===== config.mk =====
export PLATFORM = sky130hd
export DESIGN_NAME = column_skewer
export DESIGN_NICKNAME = d
export VERILOG_FILES = /design/src/rtl/column_skewer.sv
export SDC_FILE = /design/constraint.sdc
export NUM_CORES = 1
export LEC_CHECK = 0
export CORE_ASPECT_RATIO = 1.2
export CORE_MARGIN = 2
export CORE_UTILIZATION = 35
export CTS_BUF_LIST = sky130_fd_sc_hd__clkbuf_8
export CTS_CLUSTER_DIAMETER = 120
export DETAILED_ROUTE_END_ITERATION = 10
export PLACE_DENSITY_LB_ADDON = 0.15
export SLEW_MARGIN = 10
export SYNTH_ARGS = -nofsm -noshare
export SYNTH_HDL_FRONTEND = slang
export SYNTH_SLANG_ARGS = --single-unit

===== constraint.sdc =====
create_clock -name clk_i -period 1.65 [get_ports clk_i]
set_clock_uncertainty 0.2 [all_clocks]
set_input_delay 0.165 -clock clk_i [delete_from_list [all_inputs] [get_ports clk_i]]
set_output_delay 0.165 -clock clk_i [all_outputs]
set_load 0.02 [all_outputs]

===== src/rtl/column_skewer.sv =====
// column_skewer: input-staging block for the systolic array.
// Fans each accepted row vector into LENGTH lanes, delaying lane k by
// BASE_DELAY+k enabled cycles so the PE grid sees a diagonal wavefront.
// A small FSM tracks the end of a block and pulses done when the final
// sample reaches the last lane.
// Optional build macro: COLUMN_SKEW_HOLD_EN -- when defined, a lane output
// keeps its previous data on a bubble instead of dropping to zero.
//
// state  | meaning
// IDLE   | no block in flight, ready for the first vector
// STREAM | block open, more vectors (or bubbles) expected
// DRAIN  | last vector accepted, waiting for it to leave the last lane
module column_skewer #(
  parameter int LENGTH     = 4,
  parameter int DATA_WIDTH = 16,
  parameter int BASE_DELAY = 1
) (
  input  logic                         clk_i,
  input  logic                         rst_ni,
  input  logic                         enable_i,
  input  logic                         in_valid_i,
  input  logic                         in_last_i,
  input  logic [LENGTH*DATA_WIDTH-1:0] in_i,
  output logic                         in_ready_o,
  output logic [LENGTH*DATA_WIDTH-1:0] out_o,
  output logic [LENGTH-1:0]            out_valid_o,
  output logic                         busy_o,
  output logic                         done_o
);

  localparam int MAXD = BASE_DELAY + LENGTH - 1;
  localparam int CW   = $clog2(MAXD + 1);

  typedef enum logic [1:0] {IDLE, STREAM, DRAIN} state_e;

  state_e        state_q, state_d;
  logic [CW-1:0] cnt_q, cnt_d;
  logic          done_q, done_d;
  logic          accept;

  assign in_ready_o = (state_q != DRAIN);
  assign accept     = enable_i & in_valid_i & in_ready_o;
  assign busy_o     = (state_q != IDLE);
  assign done_o     = done_q;

  // FSM state, drain counter and done pulse registers
  always_ff @(posedge clk_i or negedge rst_ni) begin
    if (!rst_ni) begin
      state_q <= IDLE;
      cnt_q   <= '0;
      done_q  <= 1'b0;
    end else begin
      state_q <= state_d;
      cnt_q   <= cnt_d;
      done_q  <= done_d;
    end
  end

  // Next-state logic; done is only ever a single-cycle pulse, so it
  // defaults low even when enable is held off.
  always_comb begin
    state_d = state_q;
    cnt_d   = cnt_q;
    done_d  = 1'b0;
    if (enable_i) begin
      case (state_q)
        IDLE, STREAM: begin
          if (accept) begin
            if (in_last_i) begin
              if (MAXD == 1) begin
                // Single-stage array: the last sample is already out.
                state_d = IDLE;
                done_d  = 1'b1;
              end else begin
                state_d = DRAIN;
                cnt_d   = CW'(MAXD - 1);
              end
            end else begin
              state_d = STREAM;
            end
          end
        end
        DRAIN: begin
          cnt_d = cnt_q - CW'(1);
          if (cnt_q == CW'(1)) begin
            state_d = IDLE;
            done_d  = 1'b1;
          end
        end
        default: state_d = IDLE;
      endcase
    end
  end

  for (genvar k = 0; k < LENGTH; k++) begin : g_lane
    localparam int D = BASE_DELAY + k;

    logic [D-1:0]          vld_q;
    logic [DATA_WIDTH-1:0] dat_q [D];
    logic [DATA_WIDTH-1:0] lane_d;

    // Non-accepted cycles push a zero bubble into the chain.
    assign lane_d = accept ? in_i[k*DATA_WIDTH +: DATA_WIDTH] : '0;

`ifdef COLUMN_SKEW_HOLD_EN
    logic last_in_vld;
    if (D == 1) begin : g_single
      assign last_in_vld = accept;
    end else begin : g_multi
      assign last_in_vld = vld_q[D-2];
    end
`endif

    // Lane delay chain; stage D-1 drives the lane output.
    always_ff @(posedge clk_i or negedge rst_ni) begin
      if (!rst_ni) begin
        vld_q <= '0;
        for (int s = 0; s < D; s++) dat_q[s] <= '0;
      end else if (enable_i) begin
        vld_q[0] <= accept;
        dat_q[0] <= lane_d;
        for (int s = 1; s < D; s++) begin
          vld_q[s] <= vld_q[s-1];
          dat_q[s] <= dat_q[s-1];
        end
`ifdef COLUMN_SKEW_HOLD_EN
        if (!last_in_vld) dat_q[D-1] <= dat_q[D-1];
`endif
      end
    end

    assign out_o[k*DATA_WIDTH +: DATA_WIDTH] = dat_q[D-1];
    assign out_valid_o[k]                    = vld_q[D-1];
  end

endmodule

**Run 1: met1 routing**

Bar = 50 um.
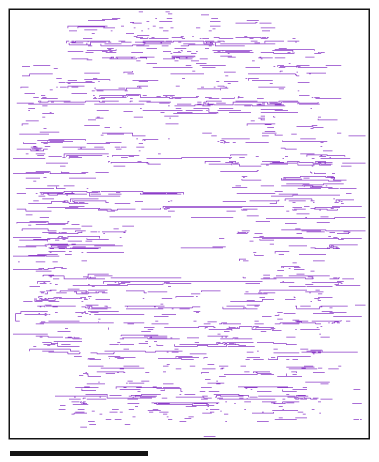
main direction = horizontal
longest straight run = 57.5 um
nets with wire on the layer = 539

**Run 1: signal wires on met2**

Bar = 50 um.
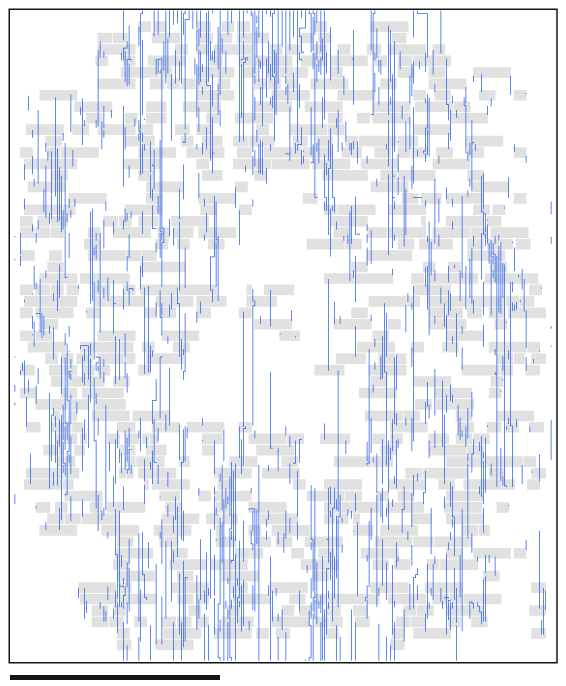
nets with wire on the layer = 574
longest straight run = 54.7 um
share of all routed wire = 49%
wire length on this layer = 6470 um
routed vias: 3805
routed wire length: 13.3 mm
Global Route met2 Usage: 0.218

**Run 1: metal 3**

Bar = 50 um.
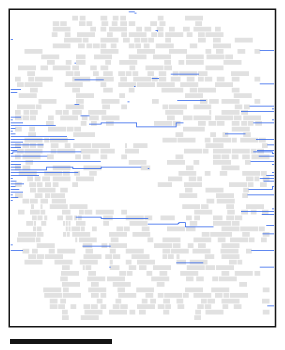
nets with wire on the layer = 68
wire length on this layer = 795 um

==> results_dict.tcl, run 1 <==
# place-and-route summary
set metrics [dict create \
    grt_pass1_wl_mm 21.9 \
    fp-utilization 0.355 \
    lay_top_cells "dfrtp_1, mux2_2, dlygate4sd2_1" \
    irDropWorstVdd_mv 0.559 \
    rows 55 \
    ys_chip_area_um2 6640 \
    leakage_nw 4.28 \
    drt_iter0_markers 158 \
    vias_per_cell 4.69 \
    swShare 0.281 \
    synth_top_area_share 0.641 \
    clock-sinks 170 \
    clk_path_buf_depth 2 \
    ys_ff 170 \
    mappedNetlistArea_um2 6640 \
    power_frac_comb 0.235 \
    cp-end-kind "output port" \
    route.detailed.drc 0 \
    final-setup-viol-count 0 \
    avgSynthCellArea_um2 15.2 \
    cts_tree "built" \
    core_area_um2 18700 \
    gr-total-overflow 0 \
    clk_pin_slew_ns 0.09 \
    cts_root_buf "clkbuf_8" \
    top_cells_by_area "dfrtp_1, mux2_2, a22o_1" \
    dp_hpwl_mm 8.65 \
    numCtsBuffers 17 \
    tightest_slew_ns 0.335 \
    layout_top_cell "dfrtp_1" \
    grt_max_degree 42 \
    hold_viol 0 \
    drtPass1Iterations 4 \
    grt.total_usage 0.140 \
    die_x_um 130 \
    p_clk_frac 0.287 \
    design_area_um2 8500 \
    r2r_start "state_q[0]" \
    design.die.area_um2 20100 \
    gp_congestion 0.741 \
    syn_inst 436 \
    wl_per_cell_um 16.4 \
    power_switching_w 0.00318 \
    nNetsFinal 614 \
    syn2layout_area_growth_pct 27.9 \
    power_w 0.0113 \
    grt_pass1_vias 4126 \
    syn-num-nets 507 \
    hold_path_class "in -> reg" \
    outcome "complete, no violations" \
    boundaryPins 140 \
    io_buffers 139 \
    relSlewSlack 0.777 \
    min_from "in_i[21]" \
    ys_seq_frac 0.641 \
    die_y_um 155 \
    fill_cells 1728 \
    synth.yosys.warnings 0 \
    yosys_cells 436 \
    warnings 29 \
    p_int_w 0.00813 \
    dpl_cell_area_um2 8060 \
    setup.worst_path.start "state_q[0]" \
    cp.required_ns 1.28 \
    rsz0062_at_grt "true" \
    p_seq_frac 0.478 \
    worstSetupStartpointType "flip-flop" \
    antenna_left 0 \
    critical_path_arrival_ns 1.27 \
    antenna_found_initial 0 \
    critPathKind "reg -> out" \
    diodes 0 \
    period_used_share 0.989 \
    drive_gt1_frac 0.284 \
    synthDistinctLibCells 25 \
    post-route-min-period_ns 1.63 \
    power_density_nw_per_um2 1330 \
    cap_violations 0 \
    maxSlewViolCount 0 \
    worstSkewPairLatency_ns 0.46 \
    max_freq_mhz 613 \
    critPathMaxFanout 3 \
    htreeDepth 4 \
    largest_area_cell "dfrtp_1" \
]
-- run 1: Yosys cell counts (all sizes together) --
library cell and n:
dfrtp 170, mux2 99, buf 69, a22o 64, clkbuf 6, inv 5
nor2 3, a21oi 2, ha 2, mux2i 2, nand2b 2, o21ai 2
a21o 1, a32o 1, and3 1, nand2 1, nand3 1, nand3b 1
nor2b 1, o21a 1, o2bb2ai 1, or2 1
-- run 1: through the flow --
stage | instances | setup slack (ns) | TNS, ns | utilization | hold slack, ns
floorplan | 436 | 0.0779 | 0 | - | -0.331
global route | 812 | -0.0459 | -0.0596 | 0.454 | 0.0724
global placement | 772 | 0.0609 | 0 | 0.430 | -0.140
finish | 812 | 0.0176 | 0 | 0.454 | 0.0990
detailed placement | 772 | 0.0570 | 0 | 0.430 | -0.138
CTS | 810 | -0.0696 | -0.0696 | 0.453 | 0.0626
-- run 1: kinds of logic after synthesis --
kind of cell | Yosys count | synth area share
flip-flops | 170 | 0.641
multiplexers | 101 | 0.171
buffers and inverters | 80 | 0.0823
AND/OR/NAND/NOR | 11 | 0.00999
adder cells (fa/ha/maj) | 2 | 0.00377
AND-OR/OR-AND | 72 | 0.0925
-- run 1: power by group through the flow --
stage | logic, W | registers, W | clock network [W]
3_5_place_dp | 0.00282 | 0.00552 | 0
4_1_cts | 0.00265 | 0.00542 | 0.00340
2_1_floorplan | 0.00181 | 0.00550 | 0
6_report | 0.00266 | 0.00541 | 0.00325
5_1_grt | 0.00288 | 0.00553 | 0.00357
3_3_place_gp | 0.00276 | 0.00548 | 0
-- run 1: sequential cells by signal, summed over array words and instances, names as in the netlist --
| signal | count |
|---|---|
| state_q | 2 |
| g_lane.dat_q | 112 |
| cnt_q | 3 |
| g_lane.vld_q | 4 |
| done_o | 1 |
| out_o | 48 |
-- run 1: layer usage --
layer	track usage	vias to the layer above	wire length (um)	share of wire
met2	0.218	92	6470	0.49
met4	0.0502	0	267	0.020
met3	0.0506	20	795	0.060
met1	0.182	1969	5760	0.43
met5	0	-	0	0
li1	-	1724	-	-
-- run 1: area by class of cell --
type                       count  area [um^2]  share of cell area
tap                          256          320              0.0377
timing repair buffer         163         1610               0.190
multi-input combinational    186         1850               0.218
inverter                       5         18.8             0.00221
sequential                   170         4250               0.501
clock buffer                  20          275              0.0324
clock inverter                12          169              0.0199
-- run 1: worst max-delay path, stage by stage (launching register included) --
cell and delay, ns:
dfrtp_1 0.41, buf_6 0.13, nand2b_4 0.14, buf_6 0.13
-- run 1: what timing repair did --
item	4_1_cts	5_1_grt
setup buffers	3	2
resized	81	3
pin swaps	0	1
endpoints found under the hold margin	183	0
hold buffers	3	0
setup endpoints to repair	71	2
-- run 1: worst paths after layout --
path,endpoint,slack (ns),depth (start not counted)
worst min register to register,g_lane[3].dat_q[19],0.30,1
worst max register to register,g_lane[0].dat_q[13],0.06,5
worst min-delay path,g_lane[1].dat_q[21],0.1,2
max in group asynchronous,g_lane[2].dat_q[25],0.16,4
min in group asynchronous,g_lane[3].dat_q[56],0.50,3
worst max-delay path,in_ready_o,0.02,3
--- run 2 (diff from run 1) ---
--- a/config.mk
+++ b/config.mk
@@ -11,6 +11,7 @@
 export CTS_BUF_LIST = sky130_fd_sc_hd__clkbuf_8
 export CTS_CLUSTER_DIAMETER = 120
 export DETAILED_ROUTE_END_ITERATION = 10
+export MAX_ROUTING_LAYER = met4
 export PLACE_DENSITY_LB_ADDON = 0.15
 export SLEW_MARGIN = 10
 export SYNTH_ARGS = -nofsm -noshare
==> run 2 against run 1 <==
Clock power about the same. Non-clock buffer count stayed put. Die size unchanged. Sequential power about the same. Final cell count unchanged. Largest power group unchanged.
==> results_dict.tcl, run 2 <==
# place-and-route summary
set metrics [dict create \
    outcome "complete, no violations" \
    grt.total_usage 0.145 \
    ff_type "dfrtp_1" \
    cap_violations 0 \
    setup.worst_path.start "state_q[0]" \
    cts_tree "built" \
    gr-total-overflow 0 \
    design_area_um2 8500 \
    power_density_nw_per_um2 1330 \
    most_common_cell "dfrtp_1" \
    leakage_nw 4.28 \
    critPathKind "reg -> out" \
    clock-sinks 170 \
    fp-utilization 0.355 \
    maxSlewViolCount 0 \
    grt_pass1_wl_mm 21.8 \
    crit_chain "buf_6 > nand2b_4 > buf_6" \
    clk_pin_slew_ns 0.09 \
    post-route-min-period_ns 1.63 \
    dpl_cell_area_um2 8060 \
    worstSkewPairLatency_ns 0.45 \
    layout_top_cell "dfrtp_1" \
    wl_per_cell_um 16.4 \
    period_used_share 0.988 \
    reg2reg_setup_slack_ns 0.07 \
    routed-via-count 3805 \
    largest_register_ffs 112 \
    ys_top_cells_by_count "dfrtp_1, mux2_2, a22o_1" \
    max_freq_mhz 614 \
    antenna_found_initial 0 \
    worst_path_max_delay_cell "dfrtp_1" \
    dp_hpwl_mm 8.65 \
    min_from "in_i[30]" \
    avgSynthCellArea_um2 15.2 \
    critPathMaxFanout 3 \
    synth.yosys.warnings 0 \
    cp.required_ns 1.28 \
    mappedNetlistArea_um2 6640 \
    gp_congestion 0.751 \
    r2r_start "state_q[0]" \
    yosys_cells 436 \
    synth_top_area_share 0.641 \
    cp_slowest_stage_delay_ns 0.41 \
    rsz0062_at_grt "true" \
    warnings 29 \
    die_x_um 130 \
    final-setup-viol-count 0 \
    worstSetupStartpointType "flip-flop" \
    cp-end-kind "output port" \
    ys_chip_area_um2 6640 \
    vias_per_cell 4.69 \
    hold_path_class "in -> reg" \
    antenna_left 0 \
    boundaryPins 140 \
    rows 55 \
    syn-num-nets 507 \
    synthDistinctLibCells 25 \
    power_w 0.0113 \
    hold_viol 0 \
    top_cells_by_area "dfrtp_1, mux2_2, a22o_1" \
    drive_gt1_frac 0.284 \
    diodes 0 \
    numCtsBuffers 17 \
    ys_ff 170 \
    synthArstFlopShare 1.00 \
    syn2layout_area_growth_pct 27.9 \
    irDropWorstVdd_mv 0.558 \
    timing.hold.ws_ns 0.102 \
    tightest_slew_ns 0.334 \
    io_buffers 139 \
    lay_top_cells "dfrtp_1, mux2_2, dlygate4sd2_1" \
    design.die.area_um2 20100 \
    relSlewSlack 0.777 \
    largest_area_cell "dfrtp_1" \
    critical_path_arrival_ns 1.26 \
    drt_iter0_markers 159 \
    edf_count 0 \
    drtPass1Iterations 4 \
    htreeDepth 4 \
    largest_register "g_lane.dat_q" \
    core_area_um2 18700 \
    nNetsFinal 614 \
    grt_pass1_vias 4123 \
    route.detailed.drc 0 \
    cpMostUsedCell "buf_6" \
    ys_seq_frac 0.641 \
    die_y_um 155 \
    cts_root_buf "clkbuf_8" \
    grt_max_degree 42 \
    syn_inst 436 \
    clk_path_buf_depth 2 \
]
-- run 2: cell counts after synthesis --
No cell type changed its count.
-- run 2: metal layers --
layer  vias to the layer above  track usage  routed length, um
met5                         -            -                  0
met4                         0       0.0502                262
met3                        20       0.0485                754
met2                        89        0.217               6480
met1                      1972        0.184               5810
li1                       1724            -                  -
-- run 2: power breakdown --
group | switching (W) | leakage, nW | internal (W)
registers | 0.000423 | 2.27 | 0.00499
logic | 0.00128 | 1.78 | 0.00138
clock network | 0.00148 | 0.236 | 0.00177
-- run 2: cells by family after synthesis --
group	count (synthesis)	synth area share
adder cells (fa/ha/maj)	2	0.00377
AND/OR/NAND/NOR	11	0.00999
multiplexers	101	0.171
flip-flops	170	0.641
AND-OR/OR-AND	72	0.0925
buffers and inverters	80	0.0823
-- run 2: cell type report --
class,count,area (um^2)
fill,1728,10200
sequential,170,4250
multi-input combinational,186,1850
timing repair buffer,163,1610
tap,256,320
clock buffer,20,275
clock inverter,12,169
inverter,5,18.8
-- run 2: worst paths after layout --
check,cells after the start,end
worst min register to register,1,g_lane[3].dat_q[19]
worst min-delay path,2,g_lane[1].dat_q[30]
min in group asynchronous,3,g_lane[3].dat_q[56]
worst max register to register,5,g_lane[3].dat_q[60]
max in group asynchronous,4,g_lane[2].dat_q[25]
worst max-delay path,3,in_ready_o
-- run 2: stage by stage --
step                       util  setup TNS (ns)  setup slack [ns]  instances
after detailed placement  0.430               0            0.0570        772
after global routing      0.454         -0.0595           -0.0459        812
after global placement    0.430               0            0.0609        772
final                     0.454               0            0.0204        812
after floorplan               -               0            0.0779        436
after CTS                 0.453         -0.0696           -0.0696        810
-- run 2: critical path: cells and delay by family (launching register included) --
family / cells / cell delay (ns)
buf+inv: 2 / 0.26
simple gates: 1 / 0.14
flops: 1 / 0.41
-- run 2: repair_timing --
action,in CTS,in global routing
setup buffers,3,2
hold endpoints to repair,183,0
hold buffers,3,0
endpoints found under the setup margin,71,2
gates resized,81,3
pin swaps,0,1
**Run 2: met1 routing**

Bar = 50 um.
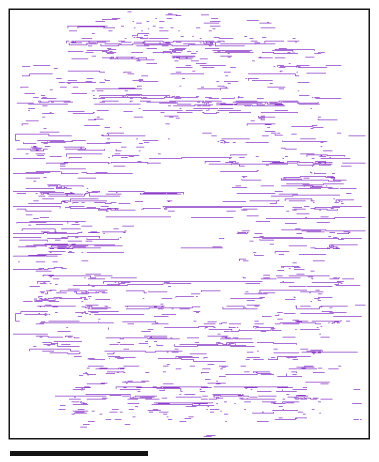
nets with wire on the layer = 540
longest straight run = 57.5 um
main direction = horizontal
share of all routed wire = 44%
met1 usage in global routing: 0.184
routed wire length: 13.3 mm

Power is estimated from default activity; no workload was simulated.
